$ cat config.mk
export PLATFORM = sky130hd
export DESIGN_NAME = conv_encoder_tx
export DESIGN_NICKNAME = d
export VERILOG_FILES = /design/src/rtl/conv_encoder_tx.sv
export SDC_FILE = /design/constraint.sdc
export NUM_CORES = 1
export LEC_CHECK = 0
export CAP_MARGIN = 20
export CORE_ASPECT_RATIO = 2
export CORE_UTILIZATION = 41
export DETAILED_ROUTE_END_ITERATION = 10
export REMOVE_ABC_BUFFERS = 1
export SYNTH_ARGS = -nofsm -noshare
export SYNTH_HDL_FRONTEND = slang
export SYNTH_SLANG_ARGS = --single-unit
$ cat constraint.sdc
create_clock -name clk -period 2.3 [get_ports clk]
set_input_delay 0.23 -clock clk [delete_from_list [all_inputs] [get_ports clk]]
set_output_delay 0.23 -clock clk [all_outputs]
set_load 0.02 [all_outputs]
$ cat src/rtl/conv_encoder_tx.sv
// conv_encoder_tx
//   Rate-1/2, K=3 convolutional encoder (generators 7 and 5 octal) with
//   frame framing. Each frame carries FRAME_LEN data bits followed by two
//   zero tail bits that return the encoder to the all-zero state.
//
// Parameters
//   FRAME_LEN : data bits per frame (1..65535)
//   ERR_N     : error-burst period exponent (3..8), used only with
//               CONV_ENC_ERRINJ_EN
//
// Build option
//   CONV_ENC_ERRINJ_EN : when defined, d_out[1] is inverted in periodic
//                        bursts over the first 256 symbols after reset,
//                        and err_o flags each corrupted symbol.
//
// Ports
//   clk      : clock, rising edge
//   rst      : synchronous active-high reset
//   enable_i : d_in valid this cycle
//   d_in     : information bit
//   ready_o  : block accepts d_in this cycle (low during the tail)
//   valid_o  : d_out holds a code symbol
//   d_out    : {G=7 output, G=5 output}
//   sof_o    : first symbol of a frame
//   eof_o    : last tail symbol of a frame
//   err_o    : current symbol carries an injected error
//
// state | meaning
// ------+-----------------------------------------------------------
// IDLE  | waiting for the first bit of a frame
// DATA  | accepting data bits, gaps allowed
// TAIL  | flushing two zero bits, input ignored
module conv_encoder_tx #(
    parameter int FRAME_LEN = 64,
    parameter int ERR_N     = 5
) (
    input  logic       clk,
    input  logic       rst,
    input  logic       enable_i,
    input  logic       d_in,
    output logic       ready_o,
    output logic       valid_o,
    output logic [1:0] d_out,
    output logic       sof_o,
    output logic       eof_o,
    output logic       err_o
);

    typedef enum logic [1:0] {IDLE, DATA, TAIL} state_t;

    localparam logic [15:0] LAST_IDX = 16'(FRAME_LEN - 1);

    if (FRAME_LEN < 1 || FRAME_LEN > 65535) begin : g_bad_frame_len
        $error("conv_encoder_tx: FRAME_LEN out of range");
    end
    if (ERR_N < 3 || ERR_N > 8) begin : g_bad_err_n
        $error("conv_encoder_tx: ERR_N out of range");
    end

    state_t      state;
    logic [1:0]  s;
    logic [15:0] bit_cnt;
    logic        tail_last;

    logic        accept;
    logic        fire;
    logic        enc_bit;
    logic        inj;
    logic [1:0]  code;

    assign ready_o = (state != TAIL);
    assign accept  = enable_i && ready_o;
    // A symbol is produced for every accepted bit and for both tail cycles.
    assign fire    = accept || (state == TAIL);
    assign enc_bit = (state == TAIL) ? 1'b0 : d_in;
    assign code    = {enc_bit ^ s[0] ^ s[1], enc_bit ^ s[1]};

`ifdef CONV_ENC_ERRINJ_EN
    // Counts emitted symbols since reset and sticks at 256 so injection
    // stops for good once the first 256 symbols have gone out.
    logic [8:0] sym_cnt;

    assign inj = !sym_cnt[8] && (sym_cnt[ERR_N-1:2] == '0);

    always_ff @(posedge clk) begin
        if (rst) begin
            sym_cnt <= '0;
        end else if (fire && !sym_cnt[8]) begin
            sym_cnt <= sym_cnt + 9'd1;
        end
    end
`else
    assign inj   = 1'b0;
    assign err_o = 1'b0;
`endif

    always_ff @(posedge clk) begin
        if (rst) begin
            state     <= IDLE;
            s         <= 2'b00;
            bit_cnt   <= '0;
            tail_last <= 1'b0;
            valid_o   <= 1'b0;
            d_out     <= 2'b00;
            sof_o     <= 1'b0;
            eof_o     <= 1'b0;
`ifdef CONV_ENC_ERRINJ_EN
            err_o     <= 1'b0;
`endif
        end else begin
            valid_o <= fire;
            d_out   <= fire ? (code ^ {inj, 1'b0}) : 2'b00;
            sof_o   <= accept && (state == IDLE);
            eof_o   <= (state == TAIL) && tail_last;
`ifdef CONV_ENC_ERRINJ_EN
            err_o   <= fire && inj;
`endif
            if (fire) begin
                s <= {s[0], enc_bit};
            end

            case (state)
                IDLE: begin
                    if (accept) begin
                        bit_cnt   <= 16'd1;
                        tail_last <= 1'b0;
                        state     <= (FRAME_LEN == 1) ? TAIL : DATA;
                    end
                end
                DATA: begin
                    if (accept) begin
                        bit_cnt <= bit_cnt + 16'd1;
                        if (bit_cnt == LAST_IDX) begin
                            state <= TAIL;
                        end
                    end
                end
                TAIL: begin
                    // Two zero shifts leave s at 00 without an explicit clear.
                    if (tail_last) begin
                        state     <= IDLE;
                        bit_cnt   <= '0;
                        tail_last <= 1'b0;
                    end else begin
                        tail_last <= 1'b1;
                    end
                end
                default: state <= IDLE;
            endcase
        end
    end

endmodule

==> impl_metrics.py <==
# Metrics from the implementation run
metrics = {
    "flow_run": {
        "cap_violations": 0,
    },
    "yosys": {
        "post_synth_num_cell_types": 48,
        "area_leaders": "sky130_fd_sc_hd__dfxtp_1 (37%), sky130_fd_sc_hd__or4_1 (4.8%), sky130_fd_sc_hd__ha_1 (4.5%)",
        "yosysTopAreaCell": "sky130_fd_sc_hd__dfxtp_1",
        "netlist_instances": 156,
    },
    "placement": {
        "hpwl_um": 2550,
        "dpl-instance-area_mm2": 0.00154,
    },
    "power_and_ir_drop": {
        "power_dissipated_by_switching_net_loads_uw": 323,
        "power.sequential.total_uw": 483,
        "seq_power_share_pct": 43.5,
        "switching_share_pct": 29.1,
        "static-leakage-power_nw": 0.557,
    },
    "sta": {
        "setup-violations-final": 0,
        "timing.final.hold_violations": 0,
        "rsz0062_at_grt": "false",
    },
    "clock_tree": {
        "clk_buf_depth": 2,
    },
    "worst_setup_path": {
        "timing.setup.critical_path_class": "reg -> out",
        "cp.arrival_ps": 1840,
    },
    "layout": {
        "drive_above_1_share_pct": 12.4,
    },
    "route": {
        "pre_repair_dr_iteration_count": 4,
        "final_antenna_violating_net_count": 0,
    },
    "run_status": {
        "status": "finished clean",
    },
}
==> sequential cells by signal, summed over array words and instances, names as in the netlist <==
signal	count
bit_cnt	16
d_out	2
eof_o	1
s	2
sof_o	1
state	2
tail_last	1
valid_o	1
==> cell usage in the layout, fill, tap and decap left out, drive strengths merged, types with 2 or more instances in the layout <==
cell type,Yosys,final
dfxtp,26,26
a21oi,12,12
inv,11,11
nand2,10,10
or4,10,10
clkdlybuf4s50,0,9
o21ai,8,8
nor2,8,8
nand3,6,6
o31ai,6,6
nand4,6,6
ha,5,5
mux2i,4,4
nor3,4,4
buf,3,4
xnor2,3,3
clkbuf,1,3
or3,3,3
nor2b,3,3
and4,3,3
o211ai,2,2
a32oi,2,2
and3,2,2
==> area by class of cell <==
type | count | area [um2] | share of cell area (%)
multi-input combinational | 115 | 816 | 50.7
sequential | 26 | 520 | 32.4
timing repair buffer | 13 | 120 | 7.47
clock buffer | 3 | 41.3 | 2.57
inverter | 11 | 41.3 | 2.57
tap | 31 | 38.8 | 2.41
clock inverter | 1 | 30.0 | 1.87
==> Yosys cell counts, drive strengths merged, types with 4 or more instances <==
master / number
or4: 10
a21oi: 12
nor2: 8
o21ai: 8
nand2: 10
dfxtp: 26
nand3: 6
ha: 5
inv: 11
nand4: 6
o31ai: 6
nor3: 4
mux2i: 4
==> worst paths after layout <==
kind,cells after the start,endpoint,slack [ps]
max,4,ready_o,230
min,2,s[1],470
max reg2reg,6,bit_cnt[14],230
min reg2reg,2,s[1],470
==> kinds of logic after synthesis <==
group	Yosys count	synth area share (%)
AOI/OAI and AO/OA	40	20.9
other	1	0.268
adders and majority gates	5	4.47
xor gates and xnor gates	4	2.50
and+or+nand+nor	61	27.3
buffers and inverters	15	4.47
DFF	26	37.2
muxes	4	2.86
**Floorplan with the power grid**

Pins as bars on the die edge.
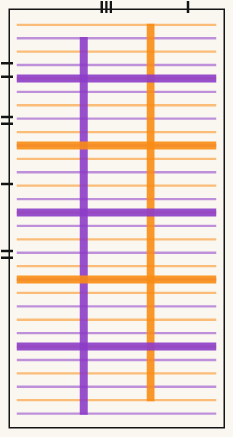
VDD -> orange
VSS -> purple
rows = 29
met4 straps = 2
signal pins = 11
placeable core area: 0.00319 mm2
maximum VDD drop: 0.000479 V
die span in x: 43.3 um
die outline height: 84.6 um

**Cell classes on the final placement**

Bar = 10 um.
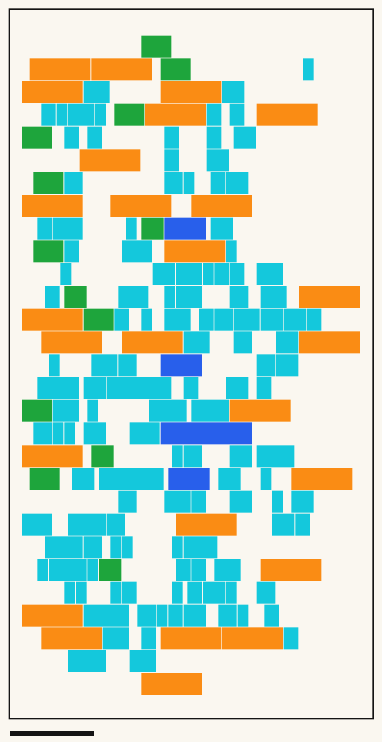
other buffers and delay cells -> green  # cells 13, share of their area 7.7%
clock drivers and dummy loads -> blue  # cells 4, share of their area 4.5%
all other logic -> cyan  # cells 126, share of their area 55%
flip-flops -> orange  # cells 26, share of their area 33%
post-route core utilization: 50.4%
flip-flop and latch share of the layout cell area: 32.4%
Layout Cell Area excl Fill: 0.00161 mm2

**Clock network drawn from the DEF**

Bar = 10 um.
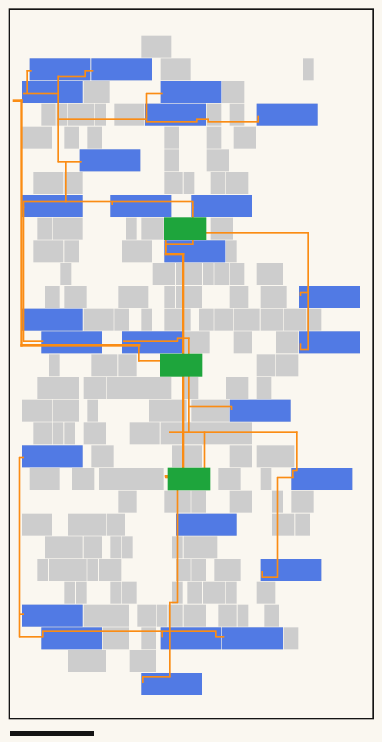
clock wires -> orange  # length 374 um
flip-flops -> blue  # count 26
cells driving clock nets -> green  # count 3
flops lie = spread over the die
Clock group: 393 uW
worst clock skew on the final layout: 4.13 ps
insertion delay of the later-clocked pin in the worst-skew pair: 280 ps
clock group share of total power: 35.4%

No activity file was given, so power comes from the tool's default toggle rates.
